--- config.mk ---
export PLATFORM = sky130hd
export DESIGN_NAME = rand_spawn_gen
export DESIGN_NICKNAME = d
export VERILOG_FILES = /design/src/rtl/rand_spawn_gen.sv
export SDC_FILE = /design/constraint.sdc
export NUM_CORES = 1
export LEC_CHECK = 0
export CAP_MARGIN = 20
export CORE_AREA = 2 2 92 94
export DETAILED_ROUTE_END_ITERATION = 16
export DIE_AREA = 0 0 94 96
export HOLD_SLACK_MARGIN = 0.12
export PLACE_DENSITY = 0.83
export SYNTH_ARGS = -nofsm -noshare
export SYNTH_HDL_FRONTEND = slang
export SYNTH_SLANG_ARGS = --single-unit
--- constraint.sdc ---
create_clock -name clk -period 4.79 [get_ports clk]
set_clock_uncertainty 0.1 [all_clocks]
set_input_delay 0.479 -clock clk [delete_from_list [all_inputs] [get_ports clk]]
set_output_delay 0.479 -clock clk [all_outputs]
set_load 0.005 [all_outputs]
--- src/rtl/rand_spawn_gen.sv ---
// Random spawn-record generator: an XNOR LFSR proposes (column, character, speed, line) candidates and rejection-samples them.
// Latency: 2 cycles minimum from en sampled high to out_valid; 1 record per 2 cycles at best, plus one cycle per rejected candidate.
// Backpressure: a record is held bit-stable in HOLD until out_ready; en low discards it. Optional macro RAND_SPAWN_NODUP_EN adds duplicate suppression.
module rand_spawn_gen #(
  parameter int          LFSR_W  = 32,
  parameter logic [63:0] TAPS    = 64'h0000_0000_8020_0003,
  parameter int          COLS    = 52,
  parameter int          LN_W    = 1,
  parameter logic [7:0]  VMIN    = 8'd16,
  parameter int          REJ_MAX = 15
) (
  input  logic              clk,
  input  logic              rst,
  input  logic              en,
  input  logic [LFSR_W-1:0] seed,
  input  logic [1:0]        mode,
  input  logic              out_ready,
  output logic              out_valid,
  output logic [7:0]        velocity,
  output logic [5:0]        position,
  output logic [7:0]        asciicode,
  output logic [LN_W-1:0]   linenum,
  output logic [15:0]       spawn_cnt
);

  localparam int                RTY_W    = (REJ_MAX < 1) ? 1 : $clog2(REJ_MAX + 1);
  localparam logic [LFSR_W-1:0] TAP_MASK = TAPS[LFSR_W-1:0];
  localparam logic [RTY_W-1:0]  RTY_LIM  = RTY_W'(REJ_MAX);
  localparam logic [6:0]        COLS_LIM = 7'(COLS);

  typedef enum logic [1:0] {
    IDLE = 2'd0,
    GEN  = 2'd1,
    HOLD = 2'd2
  } state_t;

  state_t            state;
  logic [LFSR_W-1:0] lfsr;
  logic [RTY_W-1:0]  retry;

  // Load value and next state of the generator; all-ones is the XNOR lockup state
  logic [LFSR_W-1:0] load_val;
  logic [LFSR_W-1:0] lfsr_next;
  assign load_val  = (seed == '1) ? {seed[LFSR_W-1:1], 1'b0} : seed;
  assign lfsr_next = {lfsr[LFSR_W-2:0], ~^(lfsr & TAP_MASK)};

  // Candidate fields sliced straight out of the current LFSR state
  logic [5:0]      pos_raw;
  logic [5:0]      chr;
  logic            upper;
  logic [7:0]      vel_raw;
  logic [LN_W-1:0] line;
  assign pos_raw = lfsr[5:0];
  assign chr     = lfsr[13:8];
  assign upper   = lfsr[14];
  assign vel_raw = lfsr[23:16];
  assign line    = lfsr[24 +: LN_W];

  logic [7:0] cand_chr;
  logic       chr_ok;
  logic       pos_ok;
  logic       cand_dup;
  logic       accept;
  logic       force_acc;
  logic [7:0] vel_cand;

  // Map the 6-bit character draw onto the selected character set
  always_comb begin
    cand_chr = 8'h61 + {3'b000, chr[4:0]};
    chr_ok   = (chr[4:0] < 5'd26);
    case (mode)
      2'b01: begin
        if (upper) cand_chr = 8'h41 + {3'b000, chr[4:0]};
      end
      2'b10: begin
        chr_ok = (chr < 6'd36);
        if (chr < 6'd26) cand_chr = 8'h61 + {2'b00, chr};
        else             cand_chr = 8'h30 + {2'b00, chr} - 8'd26;
      end
      default: ;
    endcase
  end

`ifdef RAND_SPAWN_NODUP_EN
  // Last character the consumer actually took; only meaningful once something was taken
  logic [7:0] prev_chr;
  assign cand_dup = (spawn_cnt != 16'd0) && (cand_chr == prev_chr);
`else
  assign cand_dup = 1'b0;
`endif

  assign pos_ok    = ({1'b0, pos_raw} < COLS_LIM);
  assign accept    = pos_ok && chr_ok && !cand_dup;
  assign force_acc = (retry == RTY_LIM);
  assign vel_cand  = (vel_raw < VMIN) ? VMIN : vel_raw;

  // Control FSM with registered record outputs; rst outranks en, en low outranks everything else
  always_ff @(posedge clk) begin
    if (rst) begin
      state     <= IDLE;
      lfsr      <= load_val;
      retry     <= '0;
      out_valid <= 1'b0;
      velocity  <= '0;
      position  <= '0;
      asciicode <= '0;
      linenum   <= '0;
      spawn_cnt <= '0;
`ifdef RAND_SPAWN_NODUP_EN
      prev_chr  <= '0;
`endif
    end else if (!en) begin
      state     <= IDLE;
      lfsr      <= load_val;
      retry     <= '0;
      out_valid <= 1'b0;
      velocity  <= '0;
      position  <= '0;
      asciicode <= '0;
      linenum   <= '0;
    end else begin
      case (state)
        IDLE: begin
          lfsr      <= load_val;
          retry     <= '0;
          out_valid <= 1'b0;
          velocity  <= '0;
          position  <= '0;
          asciicode <= '0;
          linenum   <= '0;
          state     <= GEN;
        end
        GEN: begin
          if (force_acc) begin
            // Too many rejections in a row: emit a safe record from the current draw
            position  <= 6'd1;
            asciicode <= 8'h61;
            velocity  <= vel_cand;
            linenum   <= line;
            out_valid <= 1'b1;
            retry     <= '0;
            state     <= HOLD;
          end else if (accept) begin
            position  <= pos_raw + 6'd1;
            asciicode <= cand_chr;
            velocity  <= vel_cand;
            linenum   <= line;
            out_valid <= 1'b1;
            retry     <= '0;
            state     <= HOLD;
          end else begin
            lfsr  <= lfsr_next;
            retry <= retry + RTY_W'(1);
          end
        end
        HOLD: begin
          if (out_ready) begin
            out_valid <= 1'b0;
            lfsr      <= lfsr_next;
            state     <= GEN;
            if (spawn_cnt != 16'hFFFF) spawn_cnt <= spawn_cnt + 16'd1;
`ifdef RAND_SPAWN_NODUP_EN
            prev_chr  <= asciicode;
`endif
          end
        end
        default: begin
          state     <= IDLE;
          out_valid <= 1'b0;
        end
      endcase
    end
  end

endmodule

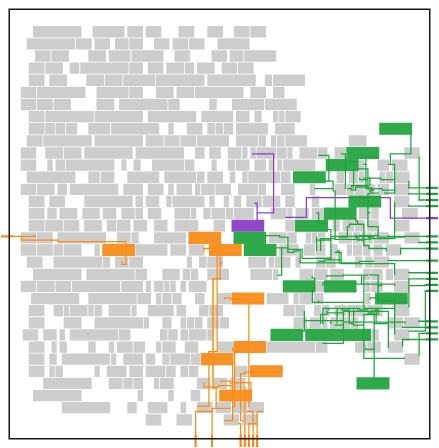
Figure 1: run 1, I/O nets highlighted.
colour	port	bits	direction	end cells	buffers	wire
orange	asciicode	8	output	8	8	287 um
green	spawn_cnt	16	output	16	16	652 um
purple	out_valid	1	output	1	1	68.8 um
port buffer count: 77
IO Pins: 78

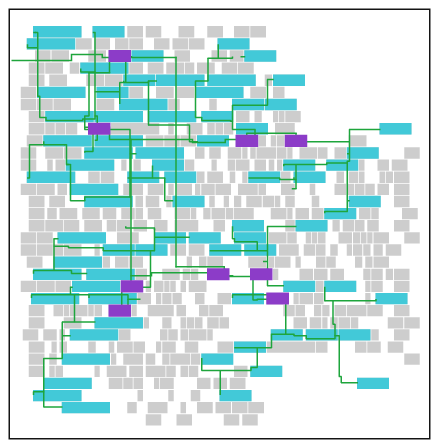
Figure 2: run 1, clock wires, drivers and flops.
[green] clock wires | length: 926 um
[cyan] flip-flops | count: 77
[purple] clock drivers | count: 9
routed clock nets	10
flops lie	spread over the die
power share of the clock group: 37.7%
Latency at later pin: 350 ps
clk pwr: 562 uW

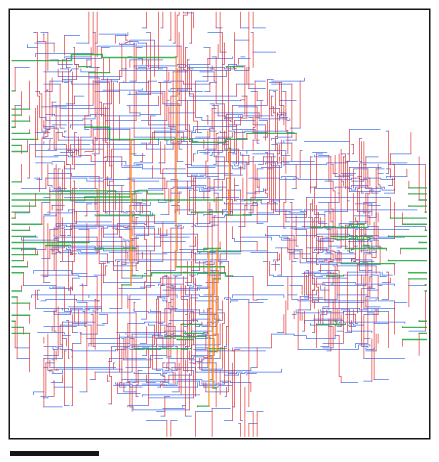
Figure 3: run 1, routed metal, one colour a layer.
Bar = 20 um.
colour	layer	wire length
red	metal 2	4,450 um
orange	metal 4	176 um
blue	metal 1	4,020 um
green	metal 3	595 um
via count: 3,356
Total Wirelength: 9240 um
GRT Util Overall: 21.2%

==> deck_impl_summary.md, run 1 <==
Key Metrics from the Run

Final timing
  – Rel. slew slack: a little under a third
  – Setup tns final: 0 ps
  – Final setup violation count: 0
  – Minimum clock period: approximately 3200 ps
  – Final Slew Violations: 0
  – F_max: 317 MHz
  – RSZ-0062 raised after global routing: false
  – Final Hold Fails: 0

Critical path
  – CP peak stage delay: between 700 and 800 ps
  – CP Launch Point: rst
  – Worst Path Max Fanout: 23
  – CP endpoint kind: register
  – Worst r2r src: lfsr[10]
  – Crit-path cells: clkdlybuf4s50_1, nor2b_1, nand2_1, buf_4, mux2_2
  – R2r endpoint: asciicode[5]
  – CP arrival: 3170 ps
  – Crit path launch type: input port
  – Critical path's slowest cell: clkdlybuf4s50_1
  – R2R Setup Slk: 2220 ps

Layout
  – Final Instance Count excl. Fillers: 563
  – Largest cell class by area: combinational gates
  – Post-route core utilization: 62.2%
  – Comb area share: 38.4%
  – Clock-cell share: between 4 and 5%
  – Bufs w/o clock: about 80
  – Fin nets: 502
  – Inverters: 19
  – Flop area: 1860 um2
  – Top cells excl fill/tap: clkdlybuf4s50_1, dfxtp_1, edfxtp_1
  – Seq area share: 37.2%
  – Most numerous logic cell after layout: clkdlybuf4s50_1
  – Number of logic gates: 266
  – Fillers: 674
  – N_diodes: 0

Synth
  – Synth Area in XOR/XNOR: 2.01%
  – Commonest cells post-synth: dfxtp_1, edfxtp_1, nand2_1, mux2_2, inv_1
  – Syn Area/Cell: 10.4 um2
  – Flip-flops with a built-in enable: 32
  – Synth Area in Compound Gates: 17.5%
  – Top area cell types: edfxtp_1, dfxtp_1, mux2_2, ha_1, a22o_1
  – Number of distinct library cells after synthesis: 57
  – Most frequent cell after synthesis: dfxtp_1
  – Yosys chip area: 3930 um2
  – Cell count after synthesis: 379
  – Yosys warning tally: 0
  – Cells in synth_stat.txt: 379

Place
  – Pre-CTS WS: 1270 ps
  – HPWL Detailed: 6720 um
  – Placed cell count: 546
  – Placed inst area: 4780 um2

Floorplan
  – Die X: 94 um
  – Fp_density: 48.8%
  – Std-Cell Core Area: 8050 um2
  – Chip Area: 9020 um2
  – Tapcell Cnt: approximately 110

Clocking
  – Post-CTS resize count: 0
  – CTS Hold Bufs: 0
  – Clock sink count: 77
  – H-tree depth: 3
  – Clock-pin slew on the worst setup and hold paths: 90 ps
  – CTS Root Cell: clkbuf_8
  – CTS Buf Count: 9

Min path
  – Hold Path Class: register to register
  – Hold-critical path depth: 2
  – Min-delay src: position[2]

Power and ir drop
  – Pwr/cell area: 298 nW/um2
  – Total power: 1.49 mW

Drt
  – First-pass DRT Iterations: 5
  – Starting DRT DRC Count: 183
  – Via-to-Cell Ratio: 5.96
  – Drt wl/cell: around 16 um

Global routing
  – Initial antenna violation count: 0
  – Vias in the first global route: 3,230
  – Global-route wire length before repair: 15,100 um

Status
  – Outcome: complete, no violations

Flow run
  – Log Warnings: 30
-- run 1: report_power, final --
part	internal [mW]	leakage [nW]	switching (mW)	total, mW
registers	0.719	0.699	0.0304	0.750
logic	0.0902	0.978	0.0890	0.179
clock network	0.302	0.116	0.260	0.562
-- run 1: registers in the layout (all words and copies together) (netlist names) --
| name | flops |
|---|---|
| asciicode | 8 |
| lfsr | 32 |
| linenum | 1 |
| out_valid | 1 |
| position | 6 |
| retry | 4 |
| spawn_cnt | 16 |
| state | 1 |
| velocity | 8 |
-- run 1: metal layers --
metal | track usage, % | vias to the layer above | routed length (um)
li1 | - | 1609 | -
met1 | 27.6 | 1613 | 4020
met2 | 34.2 | 119 | 4450
met3 | 5.25 | 15 | 594
met4 | 8.09 | 0 | 176
met5 | 0 | - | 0
Figure 4. Cell outlines without signal wires (run 1).
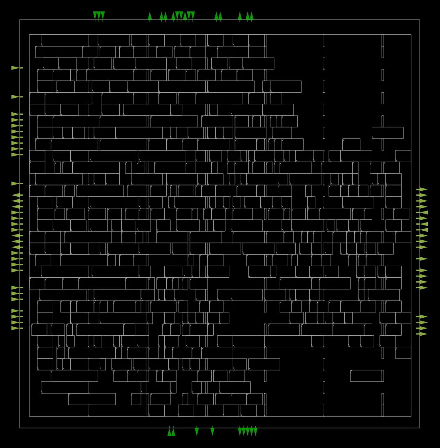

==> run 1 -> run 2 <==
- clock period: 4.79 -> 3 ns (I/O delays scaled with it)
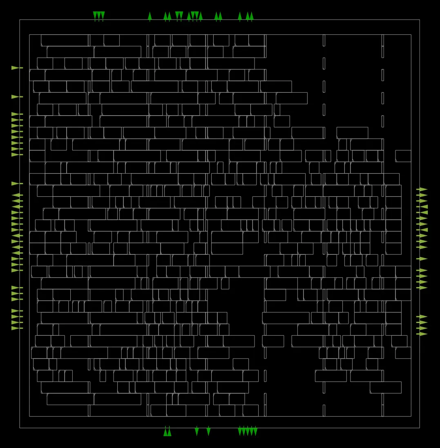
Figure 5: run 2, cell outlines without signal wires.
Fillers: 667
Tapcell Cnt: 105
Final Instance Count excl. Fillers: 566

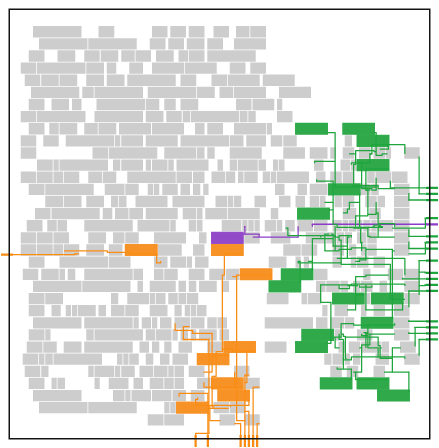
Figure 6: run 2, I/O nets highlighted.

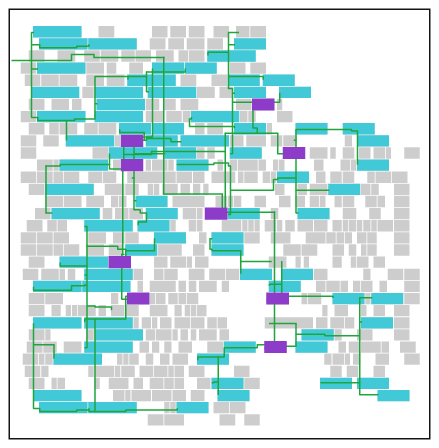
Figure 7: run 2, clock wires, drivers and flops.
clk pwr: 899 uW
power share of the clock group: 37.6%

==> run 2 against run 1 <==
  * Count of clock-buffer cells in the layout unchanged
  * Combinational power up 65%
  * Power is 60% higher
  * Wire length increased by 2.0%
  * First-iteration DRC count down 1.6%
  * Largest cell class unchanged
==> deck_impl_summary.md, run 2 <==
Key Metrics from the Run

Critical path
  – Worst Path Max Fanout: 11
  – Buf/Inv on CP: 1
  – Crit path launch type: register
  – Critical path's slowest cell: a21oi_1
  – CP peak stage delay: 850 ps
  – Crit-path cells: inv_1, ha_1, nand4bb_1, nand3_2, a21oi_1, a32o_1
  – CP arrival: about 2700 ps
  – Critical path depth: 6

Min path
  – Hold-critical path depth: 2
  – Hold Path Class: register to register

Clocking
  – CTS Root Cell: clkbuf_8
  – Latency at later pin: approximately 350 ps
  – CTS Hold Bufs: 0
  – Clock sink count: 77
  – H-tree depth: 3
  – Post-CTS resize count: 0

Drt
  – Drt wl/cell: roughly 17 um
  – Total Wirelength: 9430 um
  – Top sig layer: met4
  – Via count: 3,346
  – M1 WL: 4050 um
  – Via-to-Cell Ratio: 5.91
  – Met3 WL: around 480 um
  – First-pass DRT Iterations: 4
  – WL met2: around 4700 um

Power and ir drop
  – Total power: around 2.4 mW
  – Sequential cell fraction of total power: ~50%
  – P_comb: just under 300 uW
  – Comb pwr share: 12.3%
  – Pwr/cell area: 473 nW/um2
  – Top pwr grp: registers
  – Internal power: 1.78 mW
  – Net switching power: 609 uW
  – Sw Ratio: 25.5%

Global routing
  – Initial antenna violation count: 0
  – GR Util met3: 3.84%
  – Global-route wire length before repair: roughly 15,000 um
  – Met2 Use GR: 36.9%
  – GRT Util Overall: a little over a fifth
  – Gr busiest metal: met2
  – GR Layer Usage met1: 26.1%

Final timing
  – Minimum clock period: 2560 ps
  – Final setup violation count: 0
  – Rel. slew slack: 33.0%
  – Setup tns final: 0 ps
  – RSZ-0062 raised after global routing: false
  – F_max: approximately 390 MHz

Layout
  – Regs by FF count: lfsr x32, spawn_cnt x16
  – Most numerous logic cell after layout: clkdlybuf4s50_1
  – N_diodes: 0
  – Post-route core utilization: 62.7%
  – Max reg flops: 32
  – Reg with most FFs: lfsr
  – Top cells excl fill/tap: clkdlybuf4s50_1, dfxtp_1, edfxtp_1
  – Fin nets: 505

Synth
  – Top area cell types: edfxtp_1, dfxtp_1, mux2_2, ha_1, a22o_1
  – Yosys warning tally: 0
  – Cells in synth_stat.txt: 379
  – Syn Area/Cell: 10.4 um2
  – Yosys chip area: 3930 um2
  – Synth Area in XOR/XNOR: 2.01%
  – Most frequent cell after synthesis: dfxtp_1

Floorplan
  – Fp_density: about half
  – Die X: about 94 um

Place
  – Pre-CTS WS: 209 ps
  – HPWL Detailed: approximately 6900 um
  – Placed inst area: just under 5000 um2
  – Placed cell count: 550
  – Port buffer count: between 70 and 80

Status
  – Outcome: complete, no violations
-- run 2: cell counts after synthesis --
No cell type changed its count.
-- run 2: area by class of cell --
| cell class | instances | area, um2 |
|---|---|---|
| Tap cell | 105 | 131 |
| Fill cell | 667 | 3000 |
| Sequential cell | 77 | 1860 |
| Multi-Input combinational cell | 266 | 1930 |
| Timing Repair Buffer | 83 | 828 |
| Clock buffer | 9 | 124 |
| Clock inverter | 7 | 106 |
| Inverter | 19 | 71.3 |
-- run 2: final timing paths --
kind / startpoint / endpoint / slack (ps)
worst max-delay path: lfsr[10] / asciicode[5] / 440
worst min-delay path: velocity[3] / velocity[3] / 380
worst max register to register: lfsr[10] / asciicode[5] / 440
worst min register to register: velocity[3] / velocity[3] / 380
Power is estimated from default activity; no workload was simulated.
